<file path="src/rtl/id_ex_pipeline_reg.sv">
// ID/EX pipeline register: captures the gated decode control word and operands, turns
// stall/flush into bubbles, freezes on hold and counts inserted bubbles with saturation.
module id_ex_pipeline_reg #(
  parameter int unsigned DATA_WIDTH     = 32,
  parameter int unsigned REG_ADDR_WIDTH = 5,
  parameter int unsigned CNT_WIDTH      = 16
) (
  input  logic                      clk,
  input  logic                      rst_n,
  input  logic                      stall,
  input  logic                      flush,
  input  logic                      hold,
  input  logic                      id_valid,
  input  logic                      reg_dst_in,
  input  logic                      alu_src_in,
  input  logic                      mem_read_in,
  input  logic                      mem_write_in,
  input  logic                      reg_write_in,
  input  logic                      mem_to_reg_in,
  input  logic [2:0]                alu_op_in,
  input  logic [DATA_WIDTH-1:0]     pc_plus4_in,
  input  logic [DATA_WIDTH-1:0]     rd1_in,
  input  logic [DATA_WIDTH-1:0]     rd2_in,
  input  logic [DATA_WIDTH-1:0]     imm_in,
  input  logic [REG_ADDR_WIDTH-1:0] rs_in,
  input  logic [REG_ADDR_WIDTH-1:0] rt_in,
  input  logic [REG_ADDR_WIDTH-1:0] rd_in,
  output logic                      ex_reg_dst,
  output logic                      ex_alu_src,
  output logic                      ex_mem_read,
  output logic                      ex_mem_write,
  output logic                      ex_reg_write,
  output logic                      ex_mem_to_reg,
  output logic [2:0]                ex_alu_op,
  output logic [DATA_WIDTH-1:0]     ex_pc_plus4,
  output logic [DATA_WIDTH-1:0]     ex_rd1,
  output logic [DATA_WIDTH-1:0]     ex_rd2,
  output logic [DATA_WIDTH-1:0]     ex_imm,
  output logic [REG_ADDR_WIDTH-1:0] ex_rs,
  output logic [REG_ADDR_WIDTH-1:0] ex_rt,
  output logic [REG_ADDR_WIDTH-1:0] ex_rd,
  output logic                      ex_valid,
  output logic [CNT_WIDTH-1:0]      bubble_cnt
);

  logic                      r_reg_dst;
  logic                      r_alu_src;
  logic                      r_mem_read;
  logic                      r_mem_write;
  logic                      r_reg_write;
  logic                      r_mem_to_reg;
  logic [2:0]                r_alu_op;
  logic [DATA_WIDTH-1:0]     r_pc_plus4;
  logic [DATA_WIDTH-1:0]     r_rd1;
  logic [DATA_WIDTH-1:0]     r_rd2;
  logic [DATA_WIDTH-1:0]     r_imm;
  logic [REG_ADDR_WIDTH-1:0] r_rs;
  logic [REG_ADDR_WIDTH-1:0] r_rt;
  logic [REG_ADDR_WIDTH-1:0] r_rd;
  logic                      r_valid;
  logic [CNT_WIDTH-1:0]      r_bubble_cnt;
  logic                      r_flush_pending;

  logic w_bubble;
  logic w_load;
  logic w_ctrl_en;
  logic w_cnt_sat;

  // A flush seen during hold is remembered so the kill still lands once hold drops.
  assign w_bubble  = !hold && (flush || r_flush_pending || stall);
  assign w_load    = !hold && !w_bubble;
  assign w_ctrl_en = w_load && id_valid;
  assign w_cnt_sat = &r_bubble_cnt;

  always_ff @(posedge clk) begin
    if (!rst_n) begin
      r_reg_dst       <= 1'b0;
      r_alu_src       <= 1'b0;
      r_mem_read      <= 1'b0;
      r_mem_write     <= 1'b0;
      r_reg_write     <= 1'b0;
      r_mem_to_reg    <= 1'b0;
      r_alu_op        <= 3'b000;
      r_pc_plus4      <= '0;
      r_rd1           <= '0;
      r_rd2           <= '0;
      r_imm           <= '0;
      r_rs            <= '0;
      r_rt            <= '0;
      r_rd            <= '0;
      r_valid         <= 1'b0;
      r_bubble_cnt    <= '0;
      r_flush_pending <= 1'b0;
    end else if (hold) begin
      if (flush) begin
        r_flush_pending <= 1'b1;
      end
    end else begin
      // Control is zero for bubbles and for invalid ID slots alike.
      r_reg_dst       <= w_ctrl_en & reg_dst_in;
      r_alu_src       <= w_ctrl_en & alu_src_in;
      r_mem_read      <= w_ctrl_en & mem_read_in;
      r_mem_write     <= w_ctrl_en & mem_write_in;
      r_reg_write     <= w_ctrl_en & reg_write_in;
      r_mem_to_reg    <= w_ctrl_en & mem_to_reg_in;
      r_alu_op        <= w_ctrl_en ? alu_op_in : 3'b000;
      r_pc_plus4      <= w_load ? pc_plus4_in : '0;
      r_rd1           <= w_load ? rd1_in      : '0;
      r_rd2           <= w_load ? rd2_in      : '0;
      r_imm           <= w_load ? imm_in      : '0;
      r_rs            <= w_load ? rs_in       : '0;
      r_rt            <= w_load ? rt_in       : '0;
      r_rd            <= w_load ? rd_in       : '0;
      r_valid         <= w_load & id_valid;
      r_flush_pending <= 1'b0;
      if (w_bubble && !w_cnt_sat) begin
        r_bubble_cnt <= r_bubble_cnt + 1'b1;
      end
    end
  end

  assign ex_reg_dst    = r_reg_dst;
  assign ex_alu_src    = r_alu_src;
  assign ex_mem_read   = r_mem_read;
  assign ex_mem_write  = r_mem_write;
  assign ex_reg_write  = r_reg_write;
  assign ex_mem_to_reg = r_mem_to_reg;
  assign ex_alu_op     = r_alu_op;
  assign ex_pc_plus4   = r_pc_plus4;
  assign ex_rd1        = r_rd1;
  assign ex_rd2        = r_rd2;
  assign ex_imm        = r_imm;
  assign ex_rs         = r_rs;
  assign ex_rt         = r_rt;
  assign ex_rd         = r_rd;
  assign ex_valid      = r_valid;
  assign bubble_cnt    = r_bubble_cnt;

endmodule

</file>
<file path="config.mk">
export PLATFORM = sky130hd
export DESIGN_NAME = id_ex_pipeline_reg
export DESIGN_NICKNAME = d
export VERILOG_FILES = /design/src/rtl/id_ex_pipeline_reg.sv
export SDC_FILE = /design/constraint.sdc
export NUM_CORES = 1
export LEC_CHECK = 0
export CAP_MARGIN = 10
export CORE_ASPECT_RATIO = 1.5
export CORE_UTILIZATION = 33
export CTS_CLUSTER_SIZE = 40
export DETAILED_ROUTE_END_ITERATION = 10
export PLACE_DENSITY = 0.75
export SLEW_MARGIN = 20
export SYNTH_ARGS = -nofsm -noshare
export SYNTH_HDL_FRONTEND = slang
export SYNTH_SLANG_ARGS = --single-unit
export TNS_END_PERCENT = 20
</file>
<file path="constraint.sdc">
create_clock -name clk -period 2 [get_ports clk]
set_clock_uncertainty 0.15 [all_clocks]
set_input_delay 0.4 -clock clk [delete_from_list [all_inputs] [get_ports clk]]
set_output_delay 0.4 -clock clk [all_outputs]
set_load 0.02 [all_outputs]
</file>
Figure 1. Cells colored by class (run 1).
Scale bar: 20 um. Fill, decap, tap and diode cells in gray.
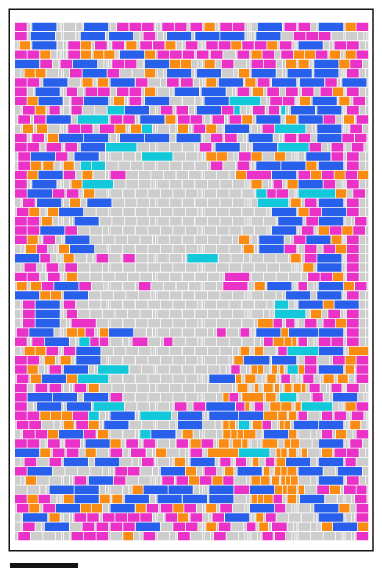
| class | color | cells | share of their area |
|---|---|---|---|
| clock drivers and dummy loads | cyan | 32 | 6.2% |
| remaining logic cells | orange | 233 | 20% |
| remaining buffers and delay cells | magenta | 354 | 37% |
| registers | blue | 170 | 36% |

Figure 2. Signal wires by layer (run 1).
Scale bar: 20 um. Two of the layers only.
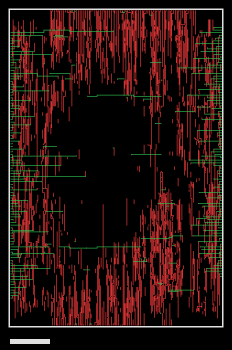
| layer | color | wire length |
|---|---|---|
| M3 | green | 1,430 um |
| M2 | red | 9,300 um |
Total Routed Length: 17,750 um
routed length per instance: 17.89 um
GRT Overall Usage: 20.22%
DR vias: 5,081

Figure 3. Placement density heat map (run 1).
The die is cut into 11 by 16 equal tiles; black is low, pale yellow is high, 0 to 100% covered.
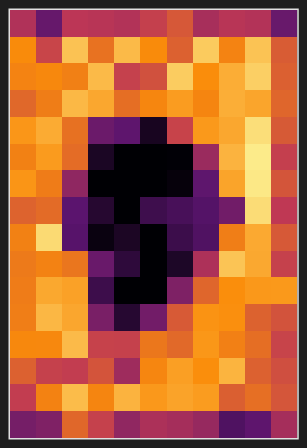
emptiest ninth of the die: middle
tiles over 75% full: 28%
fullest tile: 96%

==> results.yml, run 1 <==
# flow metrics
status:
  outcome: "finished with violations"
  violations: "setup timing"
global_routing:
  grt_max_degree: 73
  grt_pass1_wl_um: 26380
  grt_overflow: 0
  grt_pass1_vias: 5146
  antenna_found_initial: 0
final_layout:
  seqCellArea_um2: 3417
  fin_nets: 935
  fin_area_um2: 9659
  drive_above_1_share_pct: 9.759
  final_common_cell: "clkdlybuf4s50_1"
  fillers: 1293
  area_growth_pct: 78.95
  instances_no_fill: 992
  antenna_cells: 0
  comb_area_um2: 1878
  mostFrequentLayoutCells: "clkdlybuf4s50_1, dfxtp_1, a22o_1"
yosys:
  ys_sh_aoi_pct: 28.40
  fp_nets: 601
  synth-area-yosys_um2: 5398
  synthCells: 442
  ys_types: 30
  yosysWarnings: 0
  ys_sh_adder_pct: 0.2318
  synth_flops: 170
  ys_sh_xor_pct: 0
  syn_avg_cell_area_um2: 12.21
  synth_top_area_share_pct: 63.05
  area_leaders: "dfxtp_1, a22o_1, clkbuf_1, a21oi_1, o31ai_1"
  yosysSeqAreaShare_pct: 63.05
  synth.cell_area_um2: 5398
  logic_family: "AND-OR/OR-AND gates"
  synthMuxAreaShare_pct: 0
  yosys.area.top_type: "dfxtp_1"
  ys_cells: 442
  synthSimpleGateAreaFrac_pct: 5.216
  flop_cell: "dfxtp_1"
  edf_count: 0
  async_flop_share_pct: 0
cts:
  max-clock-path-buffers: 2
  clk_latency_ns: 0.42
  clkTransAtPathRegs_ns: 0.07
  cts_inserted_buffers: 17
  cts-root-buf: "clkbuf_16"
  cts_tree: "built"
  clock_sinks: 170
  h-tree-depth: 4
job:
  cap_violations: 0
  warning_count: 29
die:
  core_area_um2: 15840
  die_h_um: 158.6
  die_w_um: 106.4
  initCoreUtil_pct: 34.09
  num_io_pins: 327
  dieArea_um2: 16880
  core.rowCount: 56
placement:
  hpwlAfterDp_um: 13380
  place_congestion: 0.7619
  postPlaceCellArea_um2: 9054
  portBuffers: 326
  dp.cells: 959
power_and_ir_drop:
  p_total_w: 0.007480
  p_leak_nw: 3.900
  peakVddDrop_mv: 0.4835
  powerDensity_nw_per_um2: 774.4
sta:
  slew_violations: 0
  final-hold-violation-count: 0
  finalClockPeriodUsage_pct: 100.1
  min_period_ns: 2.002
  finalSetupViolCount: 1
  hold_slack_ns: 0.3057
  max_slew.worst_pin.slew_ns: 0.3840
  timing.slew.headroom_pct: 74.16
  finalSetupTns_ns: -0.001923
  rsz0062_at_grt: "yes"
  fmax_mhz: 499.5
  setup_ws_ns: -0.001923
min_path:
  min_path_cells: 1
  hold_path_class: "reg -> reg"
setup_path:
  r2r_slack_ns: -0.002
  required_ns: 2.21
  worst_r2r_path_depth: 4
  critPathKind: "reg -> reg"
  worst-path-max-fanout: 8
  startpoint_type: "flip-flop"
  endpoint_kind: "flip-flop"
  cp.arrival_ns: 2.21
routing:
  drtAntennaViolNets: 0
  drc_errors: 0
  drtIter0Drc: 254
  dr.pass1.iters: 4
  routed_via_density: 5.122
## run 1: where the power goes
group          internal [W]  switching [W]
Clock               0.00182        0.00141
Combinational      0.000463       0.000285
Sequential          0.00346      0.0000432
## run 1: area by class of cell
cell class | count | area share, %
timing repair buffer | 354 | 36.42
inverter | 2 | 0.07772
multi-input combinational | 231 | 19.44
clock inverter | 12 | 1.321
clock buffer | 20 | 4.728
tap | 203 | 2.630
sequential | 170 | 35.38
## run 1: stage by stage
| stage | setup slack (ns) | util (%) |
|---|---|---|
| finish | -0.001923 | 61.00 |
| global route | -0.01864 | 61.00 |
| CTS | -0.03563 | 60.72 |
| detailed placement | -0.4930 | 57.17 |
| global placement | -0.4279 | 57.17 |
| floorplan | -0.07887 | - |
## run 1: critical path, stage by stage, from the launching register on
cell	delay [ns]
dfxtp_2	0.38
nand4_1	0.16
or4_4	0.61
or4_1	0.51
a21oi_1	0.13
## run 1: synth_stat cells (3+ instances only)
library cell    n
or3_1           3
dfxtp_1       170
a22o_1        152
o21ai_0         6
clkbuf_1       28
or4_1           9
buf_2          11
nand4_1         4
nand2_1         8
a21oi_1        15
o31ai_1        10
## run 1: routing by layer
layer  wire, um  up-vias  GRT usage [%]
li1           -     2388              -
met1       6496     2396          20.45
met2       9303      260          37.07
met3       1427       37          7.204
met4        524        0          9.067
met5          0        -              0
## run 1: path summary, 6_finish.rpt
check                             start                          end
max          bubble_cnt[5]$_SDFFE_PN0P_  bubble_cnt[14]$_SDFFE_PN0P_
max reg2reg  bubble_cnt[5]$_SDFFE_PN0P_  bubble_cnt[14]$_SDFFE_PN0P_
min reg2reg       ex_valid$_SDFFE_PN0N_        ex_valid$_SDFFE_PN0N_
min               ex_valid$_SDFFE_PN0N_        ex_valid$_SDFFE_PN0N_
## run 1: cell families (layout without fill, tap and decap cells)
logic type | after synthesis | after routing
compound gates | 186 | 186
flops | 170 | 170
simple gates | 44 | 44
buf+inv | 41 | 388
fa+ha+maj | 1 | 1
## run 1: repair_timing
action / 4_1_cts / 5_1_grt
resized: 23 / 14
hold buffers: 0 / 0
pin swaps: 0 / 2
gates cloned: 0 / 0
buffers inserted: 0 / 1
setup endpoints to repair: 124 / 46
## Run 2: what changed since run 1
--- a/config.mk
+++ b/config.mk
@@ -5,10 +5,10 @@
 export SDC_FILE = /design/constraint.sdc
 export NUM_CORES = 1
 export LEC_CHECK = 0
+export ABC_CLOCK_PERIOD_IN_PS = 2000
 export CAP_MARGIN = 10
 export CORE_ASPECT_RATIO = 1.5
 export CORE_UTILIZATION = 33
-export CTS_CLUSTER_SIZE = 40
 export DETAILED_ROUTE_END_ITERATION = 10
 export PLACE_DENSITY = 0.75
 export SLEW_MARGIN = 20
Figure 4. Track usage over the die (run 2).
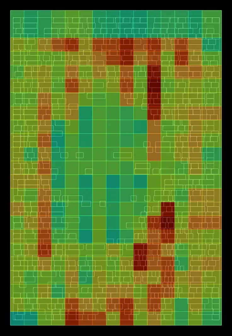
Post-Route Utilization: 61.00%
global route hottest layer: met2
M2 GR Usage: 37.07%
GR Util met3: 7.204%

Figure 5. Placement density heat map (run 2).
The die is cut into 11 by 16 equal tiles; black is low, pale yellow is high, 0 to 100% covered.
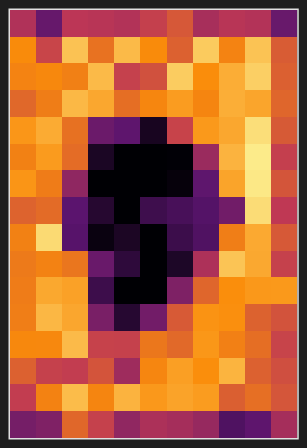
mean over tiles: 56%
fullest tile: 96%
emptiest ninth of the die: middle
nearly empty tiles: 6.8%
Core Util at FP: 34.09%
Core ar.: 15,840 um^2

==> results.yml, run 2 <==
# flow metrics
status:
  outcome: "finished with violations"
  violations: "setup timing"
global_routing:
  grt_pass1_wl_um: 26380
  grt_usage_pct: 20.22
  grt_overflow: 0
  grt_max_degree: 73
  grt_pass1_vias: 5146
  antenna_found_initial: 0
yosys:
  async_flop_share_pct: 0
  top_cell: "dfxtp_1"
  synth_flops: 170
  yosysSeqAreaShare_pct: 63.05
  synth-area-yosys_um2: 5398
  synthCells: 442
  yosys.area.top_type: "dfxtp_1"
  area_leaders: "dfxtp_1, a22o_1, clkbuf_1, a21oi_1, o31ai_1"
  flop_cell: "dfxtp_1"
  edf_count: 0
  ys_types: 30
  fp_nets: 601
  yosysWarnings: 0
  synth.cell_area_um2: 5398
  syn_avg_cell_area_um2: 12.21
  synth_top_area_share_pct: 63.05
  netlist_top_cells_count: "dfxtp_1, a22o_1, clkbuf_1, a21oi_1, buf_2"
  ys_cells: 442
setup_path:
  endpoint_kind: "flip-flop"
  required_ns: 2.21
  cp.arrival_ns: 2.21
  critPathKind: "reg -> reg"
  worst-path-max-fanout: 8
  startpoint_type: "flip-flop"
job:
  warning_count: 29
  cap_violations: 0
routing:
  routed_via_density: 5.122
  vias: 5081
  drtIter0Drc: 254
  drtAntennaViolNets: 0
  drc_errors: 0
  wl_per_cell_um: 17.89
  dr.pass1.iters: 4
  drt_wl_total_um: 17750
placement:
  place_congestion: 0.7619
  portBuffers: 326
  hpwlAfterDp_um: 13380
  dp_slack_ns: -0.4930
cts:
  cts_tree: "built"
  h-tree-depth: 4
  clock_sinks: 170
  cts-root-buf: "clkbuf_16"
  cts_inserted_buffers: 17
  max-clock-path-buffers: 2
  clkTransAtPathRegs_ns: 0.07
  clk_latency_ns: 0.42
die:
  num_io_pins: 327
  dieArea_um2: 16880
  die_h_um: 158.6
  die_w_um: 106.4
  core.rowCount: 56
sta:
  fmax_mhz: 499.5
  finalSetupViolCount: 1
  rsz0062_at_grt: "yes"
  min_period_ns: 2.002
  finalClockPeriodUsage_pct: 100.1
  setup_ws_ns: -0.001923
  slew_violations: 0
  max_slew.worst_pin.slew_ns: 0.3840
  timing.slew.headroom_pct: 74.16
  final-hold-violation-count: 0
min_path:
  hold_path_class: "reg -> reg"
final_layout:
  mostFrequentLayoutCells: "clkdlybuf4s50_1, dfxtp_1, a22o_1"
  fin_nets: 935
  antenna_cells: 0
  area_growth_pct: 78.95
  final_common_cell: "clkdlybuf4s50_1"
  drive_above_1_share_pct: 9.759
power_and_ir_drop:
  p_leak_nw: 3.900
  peakVddDrop_mv: 0.4835
  p_total_w: 0.007480
  powerDensity_nw_per_um2: 774.4
-- run 2: cell counts in the layout (fill, tap and decap cells not counted) --
Identical to the previous run, type by type.
-- run 2: per-layer routing --
metal | global-route usage [%] | part of all wire [%] | up-vias
met5 | 0 | 0 | -
met4 | 9.067 | 3.0 | 0
met3 | 7.204 | 8.0 | 37
met2 | 37.07 | 52 | 260
met1 | 20.45 | 37 | 2396
li1 | - | - | 2388
-- run 2: cell families (layout without fill, tap and decap cells) --
kind of cell,Yosys count,in the layout,share of synthesized area (%)
buf+inv,41,388,3.106
simple gates,44,44,5.215
fa+ha+maj,1,1,0.2318
flops,170,170,63.05
compound gates,186,186,28.40
-- run 2: power breakdown --
part	internal (W)	leakage [nW]	switching [W]
clock network	0.00182	0.290	0.00141
registers	0.00346	1.38	0.0000432
logic	0.000463	2.23	0.000285
-- run 2: critical path: stages, from the launching register on --
cell and delay, ns:
dfxtp_2 0.38, nand4_1 0.16, or4_4 0.61, or4_1 0.51, a21oi_1 0.13
-- run 2: repair_timing --
action,4_1_cts,5_1_grt
hold buffers,0,0
buffers inserted,0,1
cloned,0,0
gates resized,23,14
pin swaps,0,2
setup endpoints to repair,124,46
-- run 2: final timing paths --
kind / from / slack [ns] / to / depth (start not counted)
setup / recovery: bubble_cnt[5]$_SDFFE_PN0P_ / -0.002 / bubble_cnt[14]$_SDFFE_PN0P_ / 4
setup reg to reg: bubble_cnt[5]$_SDFFE_PN0P_ / -0.002 / bubble_cnt[14]$_SDFFE_PN0P_ / 4
hold reg to reg: ex_valid$_SDFFE_PN0N_ / 0.31 / ex_valid$_SDFFE_PN0N_ / 1
hold / removal: ex_valid$_SDFFE_PN0N_ / 0.31 / ex_valid$_SDFFE_PN0N_ / 1
-- run 2: metrics by stage --
stage	cells	utilization [%]	TNS [ns]	hold slack, ns	instance area [um^2]
floorplan	442	-	-0.08959	0.2918	5436
global placement	959	57.17	-58.60	0.2889	9054
detailed placement	959	57.17	-68.85	0.2957	9054
CTS	991	60.72	-0.03563	0.3123	9615
global route	992	61.00	-0.02391	0.3417	9659
finish	992	61.00	-0.001923	0.3057	9659
-- run 2: area by class of cell --
cell class / instances / area, um^2
clock buffers: 20 / 456.7
clock inverters: 12 / 127.6
fillers: 1293 / 6176
inverters: 2 / 7.507
multi-input cells: 231 / 1878
flip-flops and latches: 170 / 3417
well taps: 203 / 254.0
repair buffers: 354 / 3518
No activity file was given, so power comes from the tool's default toggle rates.
